$ cat src/rtl/time_display.sv
// time_display: snapshots the time counter once per display frame, converts the
// snapshot to four BCD digits with a one-subtraction-per-cycle datapath, and
// scans the digits onto a 4-digit common-anode 7-segment display.
module time_display #(
  parameter int unsigned DIGIT_CYCLES = 100000
) (
  input  logic        clk_high_speed,
  input  logic        rst,
  input  logic [5:0]  time_min,
  input  logic [5:0]  time_sec,
  input  logic [9:0]  time_ms,
  input  logic        mode,
  output logic [6:0]  seg,
  output logic        dp,
  output logic [3:0]  an,
  output logic [15:0] bcd,
  output logic        bcd_valid
);

  localparam int unsigned TickW = (DIGIT_CYCLES > 1) ? $clog2(DIGIT_CYCLES) : 1;
  localparam logic [TickW-1:0] TickLast = TickW'(DIGIT_CYCLES - 1);

  typedef enum logic [1:0] {
    StIdle,
    StCapture,
    StConv,
    StUpdate
  } state_e;

  // Scan counter state
  logic [TickW-1:0] tick_q;
  logic [1:0]       digit_idx_q;
  logic             tick_wrap;
  logic             frame_end;

  // Conversion state
  state_e      state_q;
  logic        first_q;
  logic        snap_mode_q;
  logic [5:0]  hi_q;
  logic [9:0]  lo_q;
  logic [3:0]  d3_q;
  logic [3:0]  d2_q;
  logic [3:0]  d1_q;
  logic [3:0]  d0_q;
  logic [15:0] bcd_q;
  logic        bcd_valid_q;

  // Display drive state
  logic [6:0]  seg_q;
  logic        dp_q;
  logic [3:0]  an_q;
  logic [3:0]  cur_nibble;

  assign tick_wrap = (tick_q == TickLast);
  assign frame_end = tick_wrap && (digit_idx_q == 2'd3);

  // Active-low segment pattern {g,f,e,d,c,b,a}; non-decimal nibbles blank the digit.
  function automatic logic [6:0] seg_decode(input logic [3:0] nib);
    logic [6:0] pat;
    case (nib)
      4'd0:    pat = 7'b1000000;
      4'd1:    pat = 7'b1111001;
      4'd2:    pat = 7'b0100100;
      4'd3:    pat = 7'b0110000;
      4'd4:    pat = 7'b0011001;
      4'd5:    pat = 7'b0010010;
      4'd6:    pat = 7'b0000010;
      4'd7:    pat = 7'b1111000;
      4'd8:    pat = 7'b0000000;
      4'd9:    pat = 7'b0010000;
      default: pat = 7'b1111111;
    endcase
    return pat;
  endfunction

  // Digit slot timing: tick_cnt runs a full slot, then the scan moves to the next digit.
  always_ff @(posedge clk_high_speed) begin
    if (rst) begin
      tick_q      <= '0;
      digit_idx_q <= 2'd0;
    end else if (tick_wrap) begin
      tick_q      <= '0;
      digit_idx_q <= digit_idx_q + 2'd1;
    end else begin
      tick_q      <= tick_q + TickW'(1);
    end
  end

  // Capture/convert/update sequencer; one subtraction per CONV cycle.
  always_ff @(posedge clk_high_speed) begin
    if (rst) begin
      state_q     <= StIdle;
      first_q     <= 1'b1;
      snap_mode_q <= 1'b0;
      hi_q        <= '0;
      lo_q        <= '0;
      d3_q        <= '0;
      d2_q        <= '0;
      d1_q        <= '0;
      d0_q        <= '0;
      bcd_q       <= '0;
      bcd_valid_q <= 1'b0;
    end else begin
      bcd_valid_q <= 1'b0;
      unique case (state_q)
        StIdle: begin
          if (first_q || frame_end) begin
            first_q <= 1'b0;
            state_q <= StCapture;
          end
        end
        StCapture: begin
          snap_mode_q <= mode;
          d3_q        <= '0;
          d2_q        <= '0;
          d1_q        <= '0;
          d0_q        <= '0;
          if (mode) begin
            hi_q <= time_sec;
            // Out-of-range ms saturates to 999 so the hundredths read 99.
            lo_q <= (time_ms >= 10'd1000) ? 10'd999 : time_ms;
          end else begin
            hi_q <= time_min;
            lo_q <= {4'd0, time_sec};
          end
          state_q <= StConv;
        end
        StConv: begin
          if (hi_q >= 6'd10) begin
            hi_q <= hi_q - 6'd10;
            d3_q <= d3_q + 4'd1;
          end else if (snap_mode_q && (lo_q >= 10'd100)) begin
            lo_q <= lo_q - 10'd100;
            d1_q <= d1_q + 4'd1;
          end else if (lo_q >= 10'd10) begin
            lo_q <= lo_q - 10'd10;
            if (snap_mode_q) begin
              d0_q <= d0_q + 4'd1;
            end else begin
              d1_q <= d1_q + 4'd1;
            end
          end else begin
            // Remainders are the ones digits; in SS.hh the ms ones digit is dropped.
            d2_q <= hi_q[3:0];
            if (!snap_mode_q) begin
              d0_q <= lo_q[3:0];
            end
            state_q <= StUpdate;
          end
        end
        StUpdate: begin
          bcd_q       <= {d3_q, d2_q, d1_q, d0_q};
          bcd_valid_q <= 1'b1;
          state_q     <= StIdle;
        end
        default: state_q <= StIdle;
      endcase
    end
  end

  // Nibble of the currently scanned digit
  always_comb begin
    cur_nibble = 4'd0;
    unique case (digit_idx_q)
      2'd0: cur_nibble = bcd_q[3:0];
      2'd1: cur_nibble = bcd_q[7:4];
      2'd2: cur_nibble = bcd_q[11:8];
      2'd3: cur_nibble = bcd_q[15:12];
      default: cur_nibble = 4'd0;
    endcase
  end

  // Registered pin drive so anode, segments and point switch on the same edge.
  always_ff @(posedge clk_high_speed) begin
    if (rst) begin
      an_q  <= 4'hF;
      seg_q <= 7'h7F;
      dp_q  <= 1'b1;
    end else begin
      an_q  <= ~(4'b0001 << digit_idx_q);
      seg_q <= seg_decode(cur_nibble);
      dp_q  <= (digit_idx_q != 2'd2);
    end
  end

  assign seg       = seg_q;
  assign dp        = dp_q;
  assign an        = an_q;
  assign bcd       = bcd_q;
  assign bcd_valid = bcd_valid_q;

endmodule
$ cat config.mk
export PLATFORM = sky130hd
export DESIGN_NAME = time_display
export DESIGN_NICKNAME = d
export VERILOG_FILES = /design/src/rtl/time_display.sv
export SDC_FILE = /design/constraint.sdc
export NUM_CORES = 1
export LEC_CHECK = 0
export ABC_CLOCK_PERIOD_IN_PS = 2490
export CAP_MARGIN = 10
export CELL_PAD_IN_SITES_DETAIL_PLACEMENT = 1
export CELL_PAD_IN_SITES_GLOBAL_PLACEMENT = 1
export CORE_ASPECT_RATIO = 1.2
export CORE_MARGIN = 2
export CORE_UTILIZATION = 40
export DETAILED_ROUTE_END_ITERATION = 10
export PLACE_DENSITY_LB_ADDON = 0.3
export SYNTH_ARGS = -nofsm -noshare
export SYNTH_HDL_FRONTEND = slang
export SYNTH_SLANG_ARGS = --single-unit
$ cat constraint.sdc
create_clock -name clk_high_speed -period 2.49 [get_ports clk_high_speed]
set_input_delay 0.249 -clock clk_high_speed [delete_from_list [all_inputs] [get_ports clk_high_speed]]
set_output_delay 0.249 -clock clk_high_speed [all_outputs]
set_load 0.02 [all_outputs]
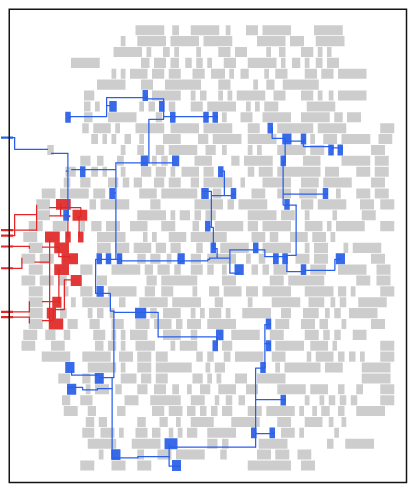
(run_1/port_trees.png)
Drawn at 4 px/um.
- blue: rst (bits 1; direction input; edge left; end cells 51; buffers 2; wire 540 um)
- red: time_sec (bits 6; direction input; edge left; end cells 12; buffers 6; wire 142 um)

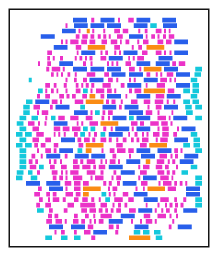
(run_1/class_map.png)
Drawn at 2 px/um.
- cyan: remaining buffers and delay cells (cells 68; share of their area 12%)
- orange: clock drivers and dummy loads (cells 16; share of their area 6.3%)
- magenta: remaining logic cells (cells 387; share of their area 49%)
- blue: registers (cells 83; share of their area 32%)

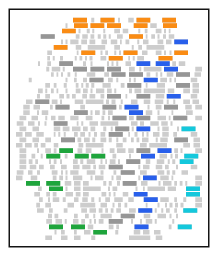
(run_1/ff_map.png)
Drawn at 2 px/um. Other sequential cells in the stronger grey, the rest of the logic in the fainter grey.
- green: lo_q (flops 10)
- cyan: seg (flops 7; where bottom right)
- blue: bcd (flops 16)
- orange: tick_q (flops 17)

## run 1: sequential cells by signal (all words and copies together), names as in the netlist, 2 cells and up
signal / flops
an: 3
tick_q: 17
bcd: 16
d2_q: 4
hi_q: 6
state_q: 2
digit_idx_q: 2
d3_q: 4
seg: 7
d1_q: 4
d0_q: 4
lo_q: 10
## run 1: stage by stage
step	cells	hold slack [ns]	area (um2)
2_1_floorplan	497	0.366	4330
3_3_place_gp	667	0.428	4990
3_5_place_dp	667	0.436	4990
4_1_cts	683	0.371	5320
5_1_grt	683	0.404	5320
6_report	683	0.377	5320
## run 1: how the worst max path moves through the flow
stage	to	start	depth (start not counted)	slack (ns)
finish	seg[1]	digit_idx_q[0]	9	0.25
global route	seg[0]	digit_idx_q[0]	8	0.01
CTS	seg[6]	digit_idx_q[0]	10	0.24
detailed placement	seg[6]	digit_idx_q[0]	10	0.25
global placement	lo_q[7]	lo_q[2]	8	0.38
floorplan	state_q[1]	state_q[0]	7	0.49
## run 1: critical path: stages, from the launching register on
cell and delay (ns):
dfxtp_1 0.40, inv_1 0.11, ha_1 0.26, a222oi_1 0.36
mux2_2 0.30, inv_1 0.10, ha_1 0.32, o21ai_0 0.20
nand2_1 0.08, nand2_1 0.06
## run 1: layout make-up
cell class / instances / area [um2]
fill: 1210 / 5200
multi-input combinational: 359 / 2430
sequential: 83 / 1660
timing repair buffer: 68 / 638
clock buffer: 9 / 225
tap: 129 / 161
inverter: 28 / 105
clock inverter: 7 / 98.8
## run 1: metal layers
metal / track usage (%) / wire length [um]
met1: 24.0 / 4960
met2: 35.5 / 5850
met3: 3.44 / 384
met4: 7.02 / 97
met5: 0 / 0
==> results.cfg, run 1 <==
; synthesis and place-and-route metrics
[global_routing]
grt_pass1_vias = 3935
grt_first_pass_wirelength_um = 19300
overflow = 0

[power]
ir_drop_mv = 0.386
p_switching_w = 0.00185
p_leak_nw = 2.09
p_sw_share_pct = 37.3
sequentialPower_w = 0.00166

[synthesis]
syn_inst = 497
area_leaders = dfxtp_1 38%, mux2i_1 8.3%, ha_1 7.5%
synth_nets = 548
synth.distinct_cells = 65
synth.most_common_cell = dfxtp_1
yosys_area_mm2 = 0.00433
synthFlopType = dfxtp_1
ys_sh_mux_pct = 9.37
syn-cell-area_mm2 = 0.00433

[worst_hold_path]
hold_path.class = in -> reg
min_from = rst

[run_status]
status = finished clean

[route]
drt_pass1_iterations = 5
detail_route.iter0.violations = 94
route.detailed.drc = 0
detail-route-antenna-nets = 0

[timing]
maxSlewViolCount = 0
period_used_pct = 90.0
worst_slack_ns = 0.250
clock-skew-final_ns = 0.00648
tightest_slew_ns = 0.566

[floorplan]
rows = 41
die_w_um = 99.0
die-area_mm2 = 0.0117
fp_util_pct = 41.2

[final_layout]
antenna_cells = 0
drive_gt1_share_pct = 9.39
final_util_pct = 50.6

[cts]
cts_tree = built
postCtsHoldBufs = 0
worstSkewPairLatency_ns = 0.34
cts_resized = 0
clkTransAtPathRegs_ns = 0.06

[job]
cap_viol_max_count = 0
warnings = 42

[place]
portBuffers = 53
==> run 2: changes to the inputs <==
==> constraint.sdc (replaced) <==
create_clock -name clk_high_speed -period 2.49 [get_ports clk_high_speed]
set_input_delay 0.498 -clock clk_high_speed [delete_from_list [all_inputs] [get_ports clk_high_speed]]
set_output_delay 0.498 -clock clk_high_speed [all_outputs]
set_load 0.02 [all_outputs]
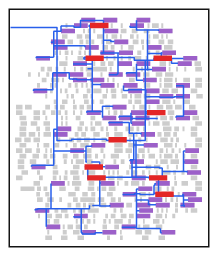
(run_2/clock_wires.png)
Drawn at 2 px/um.
- blue: clock wires (length 1080 um)
- purple: flip-flops (count 83)
- red: clock-net drivers (count 9)
- routed clock nets: 10

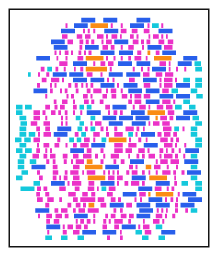
(run_2/class_map.png)
Drawn at 2 px/um.
- blue: registers (cells 83; share of their area 32%)
- cyan: remaining buffers and delay cells (cells 69; share of their area 13%)
- magenta: remaining logic cells (cells 387; share of their area 49%)
- orange: clock drivers and dummy loads (cells 16; share of their area 5.7%)

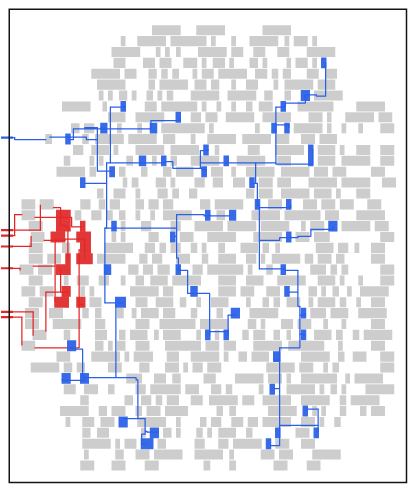
(run_2/port_trees.png)
Drawn at 4 px/um.
- blue: rst (bits 1; direction input; edge left; end cells 51; buffers 2; wire 552 um)
- red: time_sec (bits 6; direction input; edge left; end cells 12; buffers 6; wire 178 um)

==> run 2 against run 1 <==
Compared with the run above: sequential share of layout area increased by 0.059 points; combinational power increased by 2%; register-to-register slack improved by 0.02 ns; largest cell class unchanged.
==> results.cfg, run 2 <==
; synthesis and place-and-route metrics
[synthesis]
synth.most_common_cell = dfxtp_1
ys_sh_mux_pct = 9.37
synth.distinct_cells = 65
area_leaders = dfxtp_1 38%, mux2i_1 8.3%, ha_1 7.5%
yosys_area_mm2 = 0.00433

[cts]
cts_resized = 0
cts_tree = built
clkTransAtPathRegs_ns = 0.06
postCtsHoldBufs = 0

[global_routing]
grt_use_met1_pct = 24.4
grt.busiest_layer = met2

[setup_path]
critical_path.top_delay_family = AND-OR/OR-AND gates
max_stage_delay_ns = 0.39

[timing]
maxSlewViolCount = 0
hold_ws_ns = 0.450
tightest_slew_ns = 0.547
clock-skew-final_ns = 0.00760

[floorplan]
die-area_mm2 = 0.0117
die_w_um = 99.0
fp_util_pct = 41.2

[power]
ir_drop_mv = 0.543
p_leak_nw = 2.09

[final_layout]
n_fill_cell = 1234
drive_gt1_share_pct = 9.19
logic_area_mm2 = 0.00243
seqCellArea_mm2 = 0.00166

[route]
route.detailed.drc = 0
detail-route-antenna-nets = 0
drt_pass1_iterations = 4

[place]
portBuffers = 53
placedCellCount = 668

[worst_hold_path]
hold_path.class = reg -> reg

[run_status]
status = finished clean

[job]
warnings = 42
cap_viol_max_count = 0
run 2: cell counts after synthesis:
Identical to the previous run, type by type.
run 2: per-stage QoR:
stage	total power (W)	area, um2	worst slack (ns)
after detailed placement	0.00354	5010	0.255
after global routing	0.00518	5310	0.0852
after global placement	0.00345	5010	0.314
after CTS	0.00490	5310	0.257
after floorplan	0.00297	4330	0.486
final	0.00487	5310	0.273
run 2: final timing paths:
path | start | to | slack, ns | cells past startpoint
worst max register to register | digit_idx_q[0] | seg[5] | 0.27 | 10
worst min register to register | tick_q[0] | tick_q[0] | 0.45 | 1
worst max-delay path | digit_idx_q[0] | seg[5] | 0.27 | 10
worst min-delay path | tick_q[0] | tick_q[0] | 0.45 | 1
run 2: power breakdown:
group | internal, W | total [W] | switching (W)
combinational | 0.000755 | 0.00187 | 0.00112
clock | 0.000784 | 0.00134 | 0.000552
sequential | 0.00147 | 0.00166 | 0.000188
run 2: metal layers:
layer | part of all wire, % | routed length (um)
met5 | 0 | 0
met4 | 2.0 | 231
met3 | 2.9 | 344
met2 | 52 | 6050
met1 | 43 | 5060
run 2: layout make-up:
cell class,instances,area share (%)
clock buffers,11,4.39
well taps,129,3.04
multi-input cells,359,45.7
flip-flops and latches,83,31.3
repair buffers,69,12.4
inverters,28,1.98
clock inverters,5,1.16
run 2: worst register-to-register path: stages, from the launching register on:
cell and delay [ns]:
dfxtp_1 0.39, inv_1 0.11, ha_1 0.27, a222oi_1 0.35, mux2_2 0.29, inv_1 0.10, ha_1 0.20, nor2_1 0.15
a21oi_1 0.07, nor2_1 0.10, o21ai_0 0.08
No activity file was given, so power comes from the tool's default toggle rates.
